**config.mk**
```make
export PLATFORM = sky130hd
export DESIGN_NAME = output_deskew
export DESIGN_NICKNAME = d
export VERILOG_FILES = /design/src/rtl/output_deskew.sv
export SDC_FILE = /design/constraint.sdc
export NUM_CORES = 1
export LEC_CHECK = 0
export CAP_MARGIN = 20
export CORE_UTILIZATION = 30
export DETAILED_ROUTE_END_ITERATION = 8
export PLACE_DENSITY = 0.55
export SLEW_MARGIN = 20
export SYNTH_ARGS = -nofsm -noshare
export SYNTH_HDL_FRONTEND = slang
export SYNTH_SLANG_ARGS = --single-unit
export TNS_END_PERCENT = 30
```
**constraint.sdc**
```tcl
create_clock -name clk -period 3.33 [get_ports clk]
set_input_delay 0.666 -clock clk [delete_from_list [all_inputs] [get_ports clk]]
set_output_delay 0.666 -clock clk [all_outputs]
set_load 0.05 [all_outputs]
```
**src/rtl/output_deskew.sv**
```systemverilog
// -----------------------------------------------------------------------------
// output_deskew
//
// Collects skewed per-column results from the systolic array and re-aligns
// them into whole rows. One N x N result matrix is buffered. Each column
// fills its own buffer column in arrival order. A row is presented downstream
// once every column has delivered its element for that row. Rows leave in
// order 0..N-1 through a valid/ready handshake.
//
// Ports
//   clk        : clock, all state updates on the rising edge
//   reset      : synchronous, active-high; clears all state
//   col_data   : per-column result, column j at [j*DATA_W +: DATA_W]
//   col_valid  : col_valid[j]=1 -> col_data column j is that column's next row
//   out_data   : aligned row, element j at [j*DATA_W +: DATA_W] (registered)
//   out_row    : index of the row on out_data (registered)
//   out_valid  : out_data/out_row hold a complete row
//   out_ready  : downstream accepts the row when out_valid & out_ready
//   done       : one-cycle pulse after row N-1 has transferred
//   overflow   : sticky; a column delivered data while its buffer column was
//                full. Cleared only by reset.
// -----------------------------------------------------------------------------
module output_deskew #(
    parameter int N      = 2,
    parameter int DATA_W = 32,
    localparam int ROW_W = (N > 1) ? $clog2(N) : 1,
    localparam int WC_W  = $clog2(N + 1)
) (
    input  logic                clk,
    input  logic                reset,
    input  logic [N*DATA_W-1:0] col_data,
    input  logic [N-1:0]        col_valid,
    output logic [N*DATA_W-1:0] out_data,
    output logic [ROW_W-1:0]    out_row,
    output logic                out_valid,
    input  logic                out_ready,
    output logic                done,
    output logic                overflow
);

    typedef enum logic [1:0] {
        ST_IDLE,
        ST_COLLECT,
        ST_PRESENT
    } state_t;

    state_t                state_reg;
    state_t                state_next;
    logic [ROW_W-1:0]      rp_reg;
    logic [ROW_W-1:0]      rp_next;
    logic [N*DATA_W-1:0]   out_data_reg;
    logic [N*DATA_W-1:0]   out_data_next;
    logic [ROW_W-1:0]      out_row_reg;
    logic                  done_reg;
    logic                  overflow_reg;

    logic                  handshake;
    logic                  last_handshake;
    logic                  load_row;
    logic                  row_complete;
    logic                  any_pending;

    // Per-column status, produced inside the column generate blocks.
    logic [N-1:0]          col_has_row;   // column already holds row rp_next
    logic [N-1:0]          col_nonzero;   // column holds any element after this edge
    logic [N-1:0]          col_overflow;  // column dropped data this cycle

    assign handshake      = (state_reg == ST_PRESENT) && out_ready;
    assign last_handshake = handshake && (rp_reg == ROW_W'(N - 1));

    // Read pointer: advance on each accepted row, wrap to 0 after row N-1.
    always_comb begin
        rp_next = rp_reg;
        if (last_handshake) begin
            rp_next = '0;
        end else if (handshake) begin
            rp_next = rp_reg + ROW_W'(1);
        end
    end

    // -------------------------------------------------------------------------
    // Per-column storage and write counter.
    //
    // Completion is judged on the post-edge counters, and the row loaded into
    // out_data bypasses the memory for elements written in this very cycle.
    // That gives one clock from the last contributing write to out_valid, and
    // lets the next row follow a handshake without a bubble.
    // -------------------------------------------------------------------------
    genvar gi;
    generate
        for (gi = 0; gi < N; gi++) begin : g_col
            logic [WC_W-1:0]   wc_reg;
            logic [WC_W-1:0]   wc_next;
            logic [DATA_W-1:0] col_mem [N];
            logic              has_space;
            logic              wr_en;
            logic [ROW_W-1:0]  wr_row;
            logic [DATA_W-1:0] wr_data;
            logic [DATA_W-1:0] row_elem;

            assign wr_data   = col_data[gi*DATA_W +: DATA_W];
            assign has_space = (wc_reg < WC_W'(N));

            // The row N-1 handshake empties the buffer in the same edge, so a
            // write arriving then becomes row 0 of the next matrix.
            assign wr_en  = col_valid[gi] && (last_handshake || has_space);
            assign wr_row = last_handshake ? '0 : wc_reg[ROW_W-1:0];

            assign col_overflow[gi] = col_valid[gi] && !last_handshake && !has_space;

            always_comb begin
                wc_next = wc_reg;
                if (last_handshake) begin
                    wc_next = WC_W'(col_valid[gi]);
                end else if (wr_en) begin
                    wc_next = wc_reg + WC_W'(1);
                end
            end

            always_ff @(posedge clk) begin
                if (reset) begin
                    wc_reg <= '0;
                end else begin
                    wc_reg <= wc_next;
                end
            end

            always_ff @(posedge clk) begin
                if (reset) begin
                    for (int r = 0; r < N; r++) begin
                        col_mem[r] <= '0;
                    end
                end else if (wr_en) begin
                    col_mem[wr_row] <= wr_data;
                end
            end

            // Element of row rp_next as it will exist after this edge.
            assign row_elem = (wr_en && (wr_row == rp_next)) ? wr_data
                                                             : col_mem[rp_next];

            assign out_data_next[gi*DATA_W +: DATA_W] = row_elem;
            assign col_has_row[gi] = (wc_next > WC_W'(rp_next));
            assign col_nonzero[gi] = (wc_next != '0);
        end
    endgenerate

    assign row_complete = &col_has_row;
    assign any_pending  = |col_nonzero;

    // -------------------------------------------------------------------------
    // Control FSM: next state and row-load decision.
    // A stalled PRESENT holds everything; otherwise the next state follows
    // from whether row rp_next is complete once this edge's writes land.
    // -------------------------------------------------------------------------
    always_comb begin
        state_next = state_reg;
        load_row   = 1'b0;
        case (state_reg)
            ST_PRESENT: begin
                if (!out_ready) begin
                    state_next = ST_PRESENT;
                end else if (row_complete) begin
                    state_next = ST_PRESENT;
                    load_row   = 1'b1;
                end else if (any_pending) begin
                    state_next = ST_COLLECT;
                end else begin
                    state_next = ST_IDLE;
                end
            end
            ST_IDLE, ST_COLLECT: begin
                if (row_complete) begin
                    state_next = ST_PRESENT;
                    load_row   = 1'b1;
                end else if (any_pending) begin
                    state_next = ST_COLLECT;
                end else begin
                    state_next = ST_IDLE;
                end
            end
            default: begin
                state_next = ST_IDLE;
            end
        endcase
    end

    always_ff @(posedge clk) begin
        if (reset) begin
            state_reg    <= ST_IDLE;
            rp_reg       <= '0;
            out_data_reg <= '0;
            out_row_reg  <= '0;
            done_reg     <= 1'b0;
            overflow_reg <= 1'b0;
        end else begin
            state_reg <= state_next;
            rp_reg    <= rp_next;
            if (load_row) begin
                out_data_reg <= out_data_next;
                out_row_reg  <= rp_next;
            end
            done_reg     <= last_handshake;
            overflow_reg <= overflow_reg | (|col_overflow);
        end
    end

    assign out_data  = out_data_reg;
    assign out_row   = out_row_reg;
    assign out_valid = (state_reg == ST_PRESENT);
    assign done      = done_reg;
    assign overflow  = overflow_reg;

endmodule

```
==> results.sh, run 1 <==
# yosys + openroad results
export IMPL_synth_cells=624
export IMPL_r2r_cells=10
export IMPL_cp_num_cells=10
export IMPL_grt_ovfl_total=0
export IMPL_wl_met3_um=1133
export IMPL_die_w_um=173.7
export IMPL_synth_warnings=0
export IMPL_postSynthSeqShare_pct=60.18
export IMPL_fp_util_pct=30.66
export IMPL_yosysTopAreaCell="edfxtp_1"
export IMPL_pin_count=137
export IMPL_design_area_um2=11370
export IMPL_maxSlewHeadroom_pct=39.64
export IMPL_yosys_cells=624
export IMPL_area_growth_pct=28.52
export IMPL_combPwrFrac_pct=27.0
export IMPL_met1_length_um=8892
export IMPL_min_path_cells=1
export IMPL_cp_startpoint="out_ready"
export IMPL_whs_endpoint="out_data[35]$_SDFFE_PP0P_"
export IMPL_status="complete, no violations"
export IMPL_setup_viol=0
export IMPL_clock_latency_late_pin_ns=0.51
export IMPL_cp_end_kind="register"
export IMPL_yosysChipArea_um2=8848
export IMPL_ys_ff=202
export IMPL_critical_path_class="input port to register"
export IMPL_use_met3_pct=2.807
export IMPL_p_clk_mw=2.55
export IMPL_place_ws_ns=0.09329
export IMPL_mux_share_pct=15.38
export IMPL_num_vias=5322
export IMPL_clock_sinks=202
export IMPL_syn_area_um2=8848
export IMPL_use_met1_pct=17.25
export IMPL_cpPeakStageDelay_ns=0.43
Run 1, met1 routing:
Bar = 50 um.
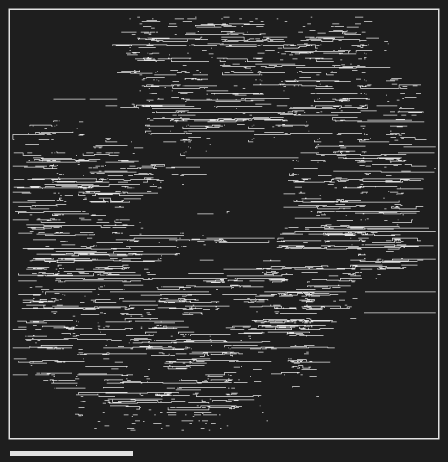
nets with wire on the layer = 765
share of all routed wire = 45%

Run 1, signal wires on met2:
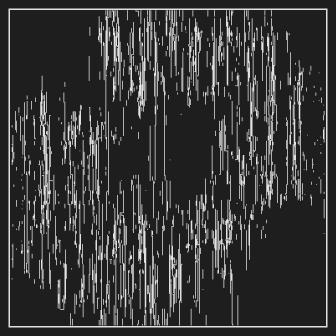
longest straight run = 61.5 um
wire length on this layer = 9260 um
nets with wire on the layer = 702

Run 1, wire density map:
Bar = 50 um. The die is cut into 35 by 35 equal tiles; black is low, pale yellow is high, scaled to the fullest tile. Values are wire area over tile area, all layers added.
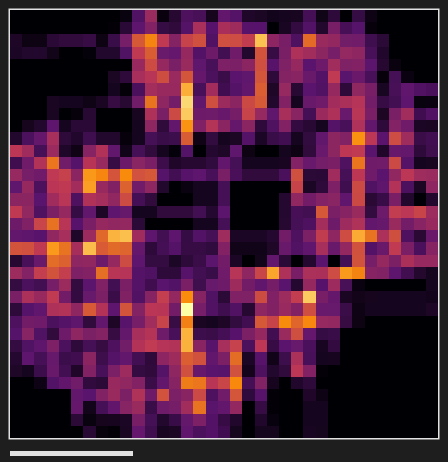
densest ninth of the die = left middle
emptiest ninth of the die = bottom right
mean over tiles = 0.11
nearly empty tiles = 21%
fullest tile = 0.45

==> run 2, diff against run 1 <==
--- a/config.mk
+++ b/config.mk
@@ -8,7 +8,7 @@
 export CAP_MARGIN = 20
 export CORE_UTILIZATION = 30
 export DETAILED_ROUTE_END_ITERATION = 8
-export PLACE_DENSITY = 0.55
+export PLACE_DENSITY = 0.54
 export SLEW_MARGIN = 20
 export SYNTH_ARGS = -nofsm -noshare
 export SYNTH_HDL_FRONTEND = slang
==> constraint.sdc (replaced) <==
create_clock -name clk -period 2.52 [get_ports clk]
set_input_delay 0.504 -clock clk [delete_from_list [all_inputs] [get_ports clk]]
set_output_delay 0.504 -clock clk [all_outputs]
set_load 0.05 [all_outputs]
==> run 2 against run 1 <==
  * Routed wire length rose by 1.5%
  * Clock-buffer cell count grew 8
  * Clock power increased by 33%
  * Global-route usage is 0.20 points higher
  * Non-clock buffer count is 26 higher
  * Register-to-register slack lost 0.55 ns
  * Synthesized cell count is the same
  * Final area rose by 3.0%
  * Worst setup slack worse by 0.46 ns
  * Sequential power up 32%
  * Power up 35%
==> results.sh, run 2 <==
# yosys + openroad results
export IMPL_pin_count=137
export IMPL_yosysTopAreaCell="edfxtp_1"
export IMPL_met1_length_um=9487
export IMPL_use_met1_pct=18.02
export IMPL_postSynthSeqShare_pct=60.18
export IMPL_synth_cells=624
export IMPL_p_clk_mw=3.40
export IMPL_yosysChipArea_um2=8848
export IMPL_syn_area_um2=8848
export IMPL_design_area_um2=11710
export IMPL_num_vias=5428
export IMPL_mux_share_pct=15.38
export IMPL_min_path_cells=1
export IMPL_wl_met3_um=1215
export IMPL_synth_warnings=0
export IMPL_setup_viol=0
export IMPL_ys_ff=202
export IMPL_fp_util_pct=30.66
export IMPL_place_ws_ns=-0.3870
export IMPL_cp_num_cells=10
export IMPL_cp_end_kind="register"
export IMPL_cpPeakStageDelay_ns=0.34
export IMPL_status="complete, no violations"
export IMPL_r2r_cells=10
export IMPL_yosys_cells=624
Run 2, local utilization:
Bar = 50 um. The die is cut into 17 by 17 equal tiles; black is low, pale yellow is high, 0 to 100% covered.
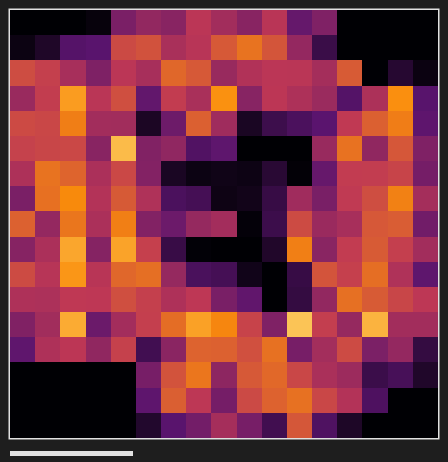
mean over tiles = 37%
densest ninth of the die = left middle
tiles over 75% full = 3.8%
fullest tile = 87%
nearly empty tiles = 15%
emptiest ninth of the die = middle

Run 2, signal wires on met2:
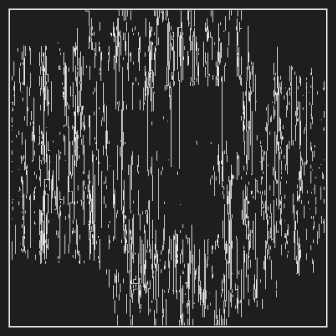
nets with wire on the layer = 729
main direction = vertical
share of all routed wire = 45%
longest straight run = 56.4 um

==> run 3, diff against run 2 <==
--- a/config.mk
+++ b/config.mk
@@ -6,8 +6,10 @@
 export NUM_CORES = 1
 export LEC_CHECK = 0
 export CAP_MARGIN = 20
+export CORE_MARGIN = 2
 export CORE_UTILIZATION = 30
 export DETAILED_ROUTE_END_ITERATION = 8
+export HOLD_SLACK_MARGIN = 0.08
 export PLACE_DENSITY = 0.54
 export SLEW_MARGIN = 20
 export SYNTH_ARGS = -nofsm -noshare
==> run 3 against run 2 <==
  * Register-to-register slack got worse by 0.03 ns
  * Power shrank 0.40%
  * Worst setup slack got worse by 0.027 ns
  * Clock-buffer cell count is 3 higher
  * Sequential share of layout area shrank 0.64 points
  * Combinational power is 3% higher
  * Largest power group unchanged
==> results.sh, run 3 <==
# yosys + openroad results
export IMPL_setup_viol=0
export IMPL_inv_count=2
export IMPL_postSynthSeqShare_pct=60.18
export IMPL_yosysTopAreaCell="edfxtp_1"
export IMPL_met1_length_um=9431
export IMPL_syn_area_um2=8848
export IMPL_synth_cells=624
export IMPL_grt_ovfl_total=0
export IMPL_use_met1_pct=17.58
export IMPL_pin_count=137
export IMPL_yosysChipArea_um2=8848
export IMPL_rows=62
export IMPL_cp_num_cells=10
export IMPL_grt_max_degree=33
export IMPL_min_path_cells=1
export IMPL_use_met2_pct=21.77
export IMPL_warning_count=27
export IMPL_cp_arrival_ns=2.79
export IMPL_fp_util_pct=30.66
export IMPL_cpPeakStageDelay_ns=0.34
export IMPL_num_vias=5450
export IMPL_yosys_cells=624
export IMPL_status="complete, no violations"
export IMPL_ys_ff=202
export IMPL_p_clk_mw=3.27
export IMPL_synth_warnings=0
export IMPL_worstPathRequired_ns=2.91
export IMPL_synth_top_cell_area_share_pct=43.44
export IMPL_cp_end_kind="register"
export IMPL_p_leak_nw=4.637
export IMPL_design_area_um2=11880
export IMPL_r2r_cells=10
export IMPL_buffers=189
export IMPL_place_ws_ns=-0.4070
Run 3, signal wires on met2:
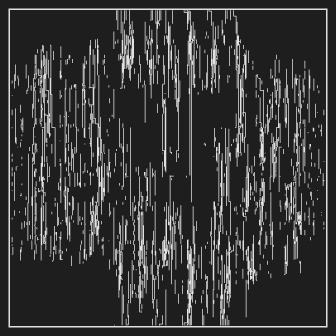
longest straight run = 89.4 um
wire length on this layer = 9170 um
main direction = vertical

Run 3, met1 routing:
Bar = 50 um.
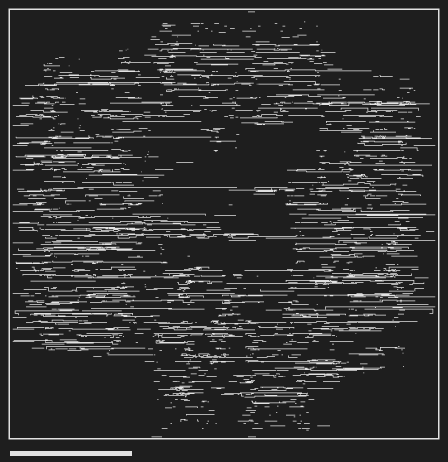
longest straight run = 65.3 um
share of all routed wire = 47%
main direction = horizontal
wire length on this layer = 9430 um
nets with wire on the layer = 788

Power and IR drop assume default switching activity.
